The metal 2 layer:
Bar = 20 um.
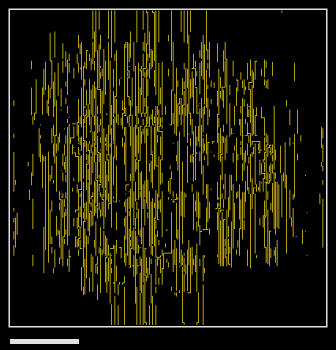
Sequential cells grouped by signal name:
Bar = 20 um.
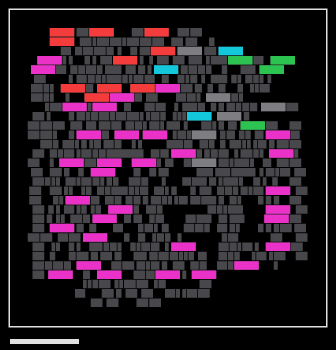
Metal 3:
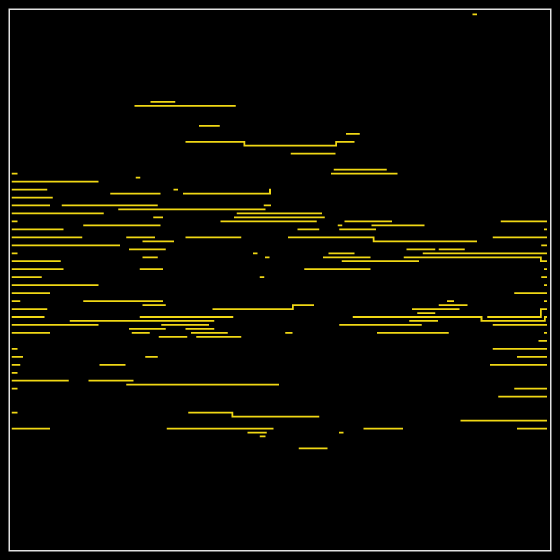
==> config.mk <==
export PLATFORM = sky130hd
export DESIGN_NAME = coin_change_dispenser
export DESIGN_NICKNAME = d
export VERILOG_FILES = /design/src/rtl/coin_change_dispenser.sv
export SDC_FILE = /design/constraint.sdc
export NUM_CORES = 1
export LEC_CHECK = 0
export CAP_MARGIN = 40
export CORE_MARGIN = 5
export CORE_UTILIZATION = 50
export DETAILED_ROUTE_END_ITERATION = 8
export PLACE_DENSITY = 0.86
export SLEW_MARGIN = 10
export SYNTH_ARGS = -nofsm -noshare
export SYNTH_HDL_FRONTEND = slang
export SYNTH_SLANG_ARGS = --single-unit
==> constraint.sdc <==
create_clock -name clk -period 4 [get_ports clk]
set_clock_uncertainty 0.15 [all_clocks]
set_input_delay 0.4 -clock clk [delete_from_list [all_inputs] [get_ports clk]]
set_output_delay 0.4 -clock clk [all_outputs]
set_load 0.02 [all_outputs]
==> COMMIT_EDITMSG <==
Log flow metrics for this revision

* Post-Synthesis Net Count: 488
* Run status: finished, final reports clean
* Top library cells by usage in the layout, fill and taps aside: clkdlybuf4s50_1, nand2_1, dfxtp_1
* Iteration-0 DRC Markers: 246
* Mean routed wirelength per cell: 17.19 um
* Parity-gate share of the synthesized area counting xor and xnor cells: 4.148%
- The max-slew check reports its worst relative slack as 46.70%.
* Seq share, synth: 32.59%
- Ordered cell list for the critical path: nor3b_1 -> nor2_1 -> ha_1 -> o211ai_1 -> a21oi_1 -> a211oi_1 -> o311ai_1 -> buf_2 -> o311a_1 -> o31a_1
* Clock input transition at the sequential cells of the worst setup and hold paths: 0.11 ns
- Pwr Total: 2.040 mW
* Grt peak-use layer: met2
* Met3 wire length: 967 um
* Minimum setup slack in the final design: 0.4481 ns
- YS chip area: 0.003378 mm2
- Per the synth stats, the flop cell with the highest instance count is dfxtp_1.
- Once placement finished, the instance area stood at 0.004300 mm2.
- TritonCTS built the clock tree.
* Cell with the largest stage delay on the worst path: nor3b_1
- Total Die Area: 0.008500 mm2
- Synth-to-Final Area Change: 30.89%
- Leakage dissipation: 1.624 nW
- The via count of the first global-routing pass was 3492.
- Before CTS, the worst setup slack after placement is 0.4866 ns.
* Yosys cell count: 440
* Maximum clock frequency: 281.5 MHz
- Dividing total power by cell area gives a power density of 461.3 mW/mm2.
- Portion of synthesized cell area occupied by the leading cell type: 32.59%
- Floorplan-stage core utilization: 50.56%
- The worst path needs 3.552 ns of the cycle, external delays included.
* Flip-flops with a built-in enable: 0
* Most common cell in the synthesized netlist: nand2_1
- The first global-routing pass estimated 17010 um of wire.
- Once layout is complete, the cells apart from fillers number 597.
- Met1 Usage GRT: 31.43%
- The H-tree was split into 2 levels.
- Gpl congestion: 0.8490
* Post-route antenna net violation count: 0
* Hold-fix buffers, CTS: 0
* Clock latency at the later pin of the worst-skew pair: 0.32 ns
- Count of port buffers added during placement: 84
- Count of final max-slew check failures: 0
- For reference, the final report shows the hold violation count at 0.
- Number of warnings reported in the yosys synthesis log: 0
- Final global-route overflow total: 0
- Leading area contributor after synthesis: dfxtp_1
- Post-CTS repair changed the size of 0 cells.
* Nature of the critical path startpoint: flip-flop
- Core area: 0.006681 mm2
- Die y size: 92.20 um
- Number of antenna cells inserted: 0
* Die width: 92.20 um
- Clock Sinks: 55
- DR DRC count: 0
* Share of flip-flops with an asynchronous set or reset: 0%
- Number of antenna violations at the first check in global routing: 0
- The clock passes through at most 2 buffers.
- Total global-route track usage over all layers is 24.23%.
- For this run, the detailed router reports a per-instance via density of 6.164.
- Total clock buffers created by CTS: 5
* Filler cell count in the final layout: 565
- Number of cells after detailed placement: 589
- Critical Path Max Stage Delay: 0.50 ns
* Commonest cells post-synth: nand2_1, dfxtp_1, nor2_1
- During I/O placement, the number of pins put on the boundary was 85.
- Along the worst hold path, the cell count comes to 2.
- Path class of the lowest-slack min-delay path: reg2reg
* Amount of wire on met2 after detailed routing: 4841 um
- The finished design was reported to have a net count of 564.
- Largest family of logic cells by area: simple AND/OR/NAND/NOR gates
* Arrival time of the worst setup path: 3.62 ns
- Averaged over all synthesized cells, the footprint is 7.678 um2.
* Reported max-cap violation count: 0
* CP Buf/Inv Count: 1
* Number of placement rows: 30
* Cell area after layout: 0.004422 mm2
* Clk Tree Root Cell: clkbuf_8
- Cells fill 66.18% of the core in the end.
* Final-layout worst hold slack: 0.3226 ns
- Setup repair after global routing missed its margin: no
- Worst setup path category: reg2reg
* Total Neg Setup Slack: 0 ns
- The number of different library cells used by synthesis comes to 59.
- For reference, the mux area share after synthesis is 1.185%.
- Per the final layout report, the fraction of cells sized above drive strength 1 comes to 5.996%.
## Picture notes: 'the metal 2 layer'
- longest straight run: 38.1 um
- wire length on this layer: 4840 um
- nets with wire on the layer: 464
- main direction: vertical
- share of all routed wire: 47%
met2 track demand over resource in global routing: 40.33%
Via Count: 3680
Total Routed Length: 10260 um

## Picture notes: 'sequential cells grouped by signal name'
- cyan: state_q (sequential cells 3)
- green: to_q (sequential cells 4; where top right)
- red: o_coin_count (sequential cells 10)
- magenta: o_remainder (sequential cells 32)
Sequential cell area: 0.001101 mm2
power drawn by the sequential cells: 695 uW
flop share of the area: 24.90%

## Picture notes: 'metal 3'
- longest straight run: 25.8 um
- share of all routed wire: 9.4%
- nets with wire on the layer: 98
- wire length on this layer: 967 um
met3 Track Usage GR: 5.250%

==> tightest hold or removal path, stage by stage (launching register included) <==
cell	delay (ns)
dfxtp_1	0.32
nand2_1	0.05
a21oi_1	0.06
==> area by class of cell <==
class	instances	area share (%)
multi-input cells	352	48.84
well taps	80	2.264
inverters	9	0.7640
clock buffers	6	1.868
clock inverters	2	0.8772
repair buffers	93	20.49
flip-flops and latches	55	24.90
==> kinds of logic (layout without fill, tap and decap cells) <==
kind of cell,after synthesis,after routing
fa+ha+maj,11,11
simple gates,207,207
buf+inv,33,110
mux,4,4
compound gates,114,114
xor+xnor,16,16
flops,55,55
==> report_power, final <==
part	internal, mW	total (mW)	switching (mW)
Combinational	0.392	0.940	0.548
Clock	0.206	0.405	0.198
Sequential	0.607	0.695	0.0883
Total	1.20	2.04	0.835
No activity file was given, so power comes from the tool's default toggle rates.
